File: config.mk
export PLATFORM = sky130hd
export DESIGN_NAME = rf_scoreboard_mp
export DESIGN_NICKNAME = d
export VERILOG_FILES = /design/src/rtl/rf_scoreboard_mp.sv
export SDC_FILE = /design/constraint.sdc
export NUM_CORES = 2
export LEC_CHECK = 0
export ABC_AREA = 0
export CORE_MARGIN = 2
export CORE_UTILIZATION = 45
export CTS_CLUSTER_DIAMETER = 200
export DETAILED_ROUTE_END_ITERATION = 16
export PLACE_DENSITY = 0.65
export SYNTH_ARGS = -nofsm -noshare
export SYNTH_HDL_FRONTEND = slang
export SYNTH_SLANG_ARGS = --single-unit
File: constraint.sdc
create_clock -name clk -period 5.4 [get_ports clk]
set_input_delay 1.08 -clock clk [delete_from_list [all_inputs] [get_ports clk]]
set_output_delay 1.08 -clock clk [all_outputs]
set_load 0.005 [all_outputs]
File: src/rtl/rf_scoreboard_mp.sv
// Multi-port decode-stage register file with write-to-read bypass, hardwired zero
// register, per-register pending-write scoreboard and optional commit trace.
module rf_scoreboard_mp #(
   parameter int DATA_W   = 32,
   parameter int ADDR_W   = 5,
   parameter int NUM_RD   = 3,
   parameter int PEND_W   = 2,
   parameter int ZERO_REG = 1,
   parameter int BYPASS   = 1,
   parameter int TRACE    = 1
) (
   input  logic                       clk,
   input  logic                       reset,
   input  logic [NUM_RD*ADDR_W-1:0]   rd_addr,
   output logic [NUM_RD*DATA_W-1:0]   rd_data,
   output logic [NUM_RD-1:0]          rd_busy,
   input  logic                       wr_en,
   input  logic [ADDR_W-1:0]          wr_addr,
   input  logic [DATA_W-1:0]          wr_data,
   input  logic [31:0]                wr_pc,
   input  logic                       iss_en,
   input  logic [ADDR_W-1:0]          iss_addr,
   input  logic                       flush,
   output logic                       pend_ovf
);
   localparam int DEPTH = 1 << ADDR_W;
   localparam logic [PEND_W-1:0] CNT_MAX = {PEND_W{1'b1}};

   logic [DATA_W-1:0] regs_q [DEPTH];
   logic [DATA_W-1:0] regs_d [DEPTH];
   logic [PEND_W-1:0] cnt_q  [DEPTH];
   logic [PEND_W-1:0] cnt_d  [DEPTH];
   logic              pend_ovf_q, pend_ovf_d;

   logic wr_ok, iss_ok, dec_ok, same_reg;

   // Register 0 is immune to both writes and issues when zero-protected.
   assign wr_ok    = wr_en  && !((ZERO_REG != 0) && (wr_addr  == '0));
   assign iss_ok   = iss_en && !((ZERO_REG != 0) && (iss_addr == '0));
   assign dec_ok   = wr_ok && (cnt_q[wr_addr] != '0);
   assign same_reg = dec_ok && iss_ok && (wr_addr == iss_addr);

   always_comb begin
      regs_d = regs_q;
      cnt_d  = cnt_q;
      pend_ovf_d = pend_ovf_q;
      if (wr_ok) begin
         regs_d[wr_addr] = wr_data;
      end
      if (flush) begin
         for (int r = 0; r < DEPTH; r++) begin
            cnt_d[r] = '0;
         end
      end else if (!same_reg) begin
         if (dec_ok) begin
            cnt_d[wr_addr] = cnt_q[wr_addr] - PEND_W'(1);
         end
         if (iss_ok) begin
            if (cnt_q[iss_addr] == CNT_MAX) begin
               pend_ovf_d = 1'b1;
            end else begin
               cnt_d[iss_addr] = cnt_q[iss_addr] + PEND_W'(1);
            end
         end
      end
   end

   always_ff @(posedge clk or negedge reset) begin
      if (!reset) begin
         for (int r = 0; r < DEPTH; r++) begin
            regs_q[r] <= '0;
            cnt_q[r]  <= '0;
         end
         pend_ovf_q <= 1'b0;
      end else begin
         for (int r = 0; r < DEPTH; r++) begin
            regs_q[r] <= regs_d[r];
            cnt_q[r]  <= cnt_d[r];
         end
         pend_ovf_q <= pend_ovf_d;
      end
   end

   assign pend_ovf = pend_ovf_q;

   generate
      for (genvar gi = 0; gi < NUM_RD; gi++) begin : g_rd
         logic [ADDR_W-1:0] ra;
         logic              ra_zero, hit, dec_here;
         logic [DATA_W-1:0] data;
         logic              busy;

         assign ra       = rd_addr[gi*ADDR_W +: ADDR_W];
         assign ra_zero  = (ZERO_REG != 0) && (ra == '0);
         assign hit      = (BYPASS != 0) && wr_ok  && (wr_addr == ra);
         // A retiring writer whose data is being forwarded no longer counts as pending.
         assign dec_here = (BYPASS != 0) && dec_ok && (wr_addr == ra);

         always_comb begin
            data = '0;
            busy = 1'b0;
            if (reset && !ra_zero) begin
               data = hit ? wr_data : regs_q[ra];
               busy = (cnt_q[ra] - PEND_W'(dec_here)) != '0;
            end
         end

         assign rd_data[gi*DATA_W +: DATA_W] = data;
         assign rd_busy[gi]                  = busy;
      end
   endgenerate

`ifndef SYNTHESIS
   generate
      if (TRACE != 0) begin : g_trace
         always @(posedge clk) begin
            if (reset && wr_ok) begin
               $display("@%h: $%d <= %h", wr_pc, wr_addr, wr_data);
            end
         end
      end
   endgenerate
`endif
endmodule
**Local utilization**

Scale: 1 px per µm. 40 x 40 tiles, from black (low) to pale yellow (high), 0 to 100% covered.
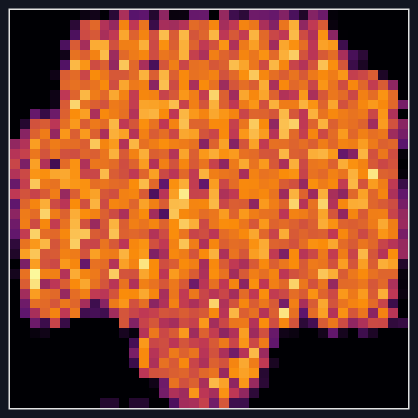
The mean over all tiles is 48%. The fullest tile reaches 98%. The emptiest ninth of the die: lower left. 16% of the tiles are over 75% full. 20% of the tiles are nearly empty.
core area: 0.154 mm²
fp util: 45.3%

**Sequential cells grouped by signal name**

Scale: 1 px per µm. Other sequential cells in the stronger gray, the rest of the logic in the fainter gray.
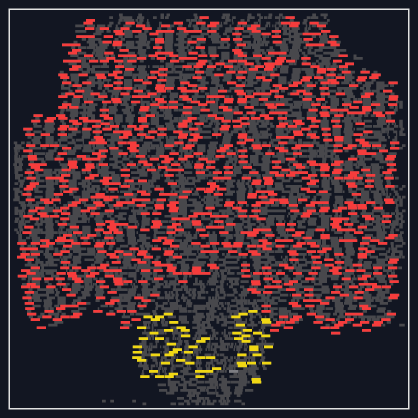
Key: red = regs_q [sequential cells 1024]; yellow = cnt_q [sequential cells 64, where bottom center]
sequential cell power: 11.0 mW
Seq. cell area: 0.0273 mm²
Seq/total area: 34.4%
final core utilization: 51.4%

**PDN straps and rails**

Scale: 1 px per µm. Pins as bars on the die edge.
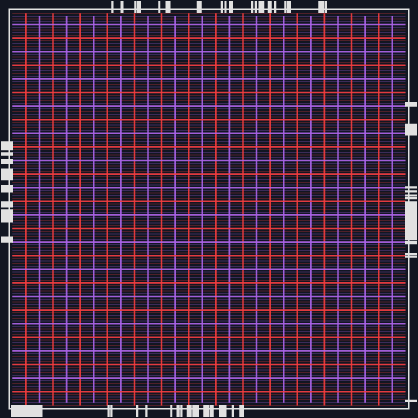
Key: red = VSS; purple = VDD
The core has 144 rows. 28 straps on met4.
maximum VDD drop: 0.000269 V
die width: 398 µm
die height: 398 µm

==> reports/results.ini <==
[yosys]
fp_nets=4672
ys_sh_adder_pct=0.0358
synth_area_leader_cell=dfrtp_1
xor_share_pct=0.276
logic_family=multiplexers
ys.flop_type=dfrtp_1
netlist-cell-type-count=63
netlist_area_mm2=0.0699
synth_seq_share_pct=39.0
ys_sh_simple_pct=3.06
ys_area_mm2=0.0699

[cells_and_area]
most-common-layout-cells=1089 x dfrtp_1, 1042 x mux4_2, 1006 x mux2_2
area_dominant_class=combinational gates
signal_buffers=433
largest_register_ffs=1024
layout_top_cell=dfrtp_1
inv_count=6
final_area_mm2=0.0792
regMostFlops=regs_q

[global_routing]
antenna_found_initial=3
grt_pass1_vias=47700
gr-total-overflow=0

[timing]
finalCritPeriodShare_pct=98.2
timing.slew.headroom_pct=19.0
fin_skew_ns=0.0141
fmax_mhz=189
hold_viol_final=0

[power_and_ir_drop]
p_int_mw=19.0
power.leakage_nw=32.3
netSwitchingFraction_pct=28.3
netSwitchingPower_mw=7.50
power_mw=26.5
seqPwrFrac_pct=41.5
clkPwrFrac_pct=33.1

[setup_path]
r2r_cells=16
worst_setup_path_start_kind=primary input
crit_family=buffers and inverters
end_kind=output pin
worstPathRequired_ns=4.32
critPathLaunch=wr_addr[3]
r2r_end=cnt_q[26]$_DFFE_PN0P_

[placement]
dpl_cell_area_mm2=0.0750
place.gp.congestion=0.914
place_worst_setup_slack_ns=-0.0768
numPortBuffers=161

[detailed_routing]
top_layer_used=met5
drc=0

[clock_network]
clk_latency_ns=0.77
cts_resized=1

[floorplan]
die_area_mm2=0.158
num_rows=144

[min_path]
holdCritPathClass=primary input to asynchronous set/reset pin

[run_status]
outcome=completed

**M2 wires**

Scale: 1 px per µm.
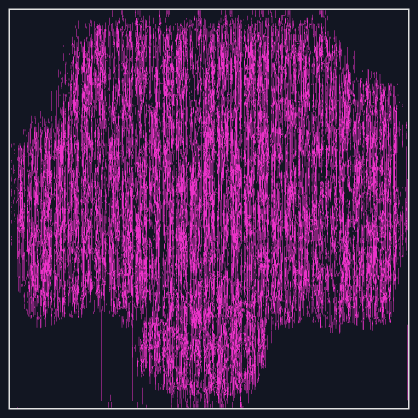
The wires run mostly vertical. The layer carries 107 mm of wire. The layer holds 47% of the routed length.
Post-Route WL: 228000 µm
vias: 46600
met2 usage: 45.7%

**The clock network**

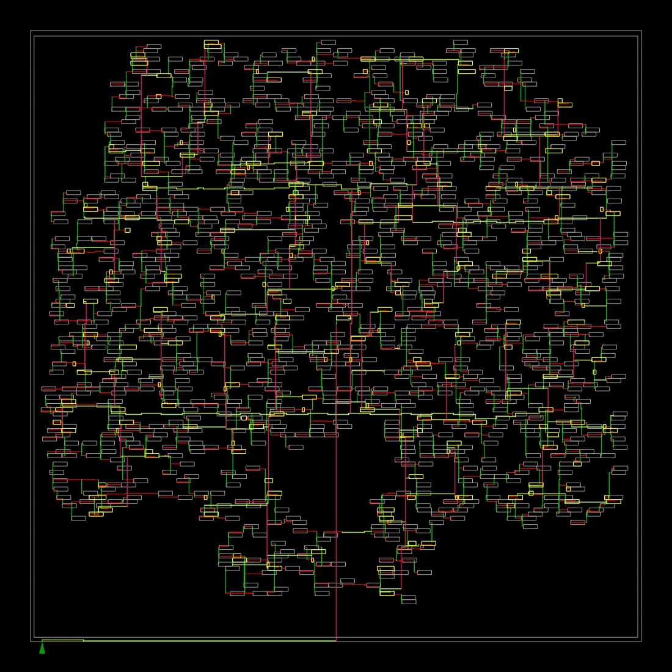
clock sinks: 1089
Clk. pwr: 8.77 mW

Power is estimated from default activity; no workload was simulated.
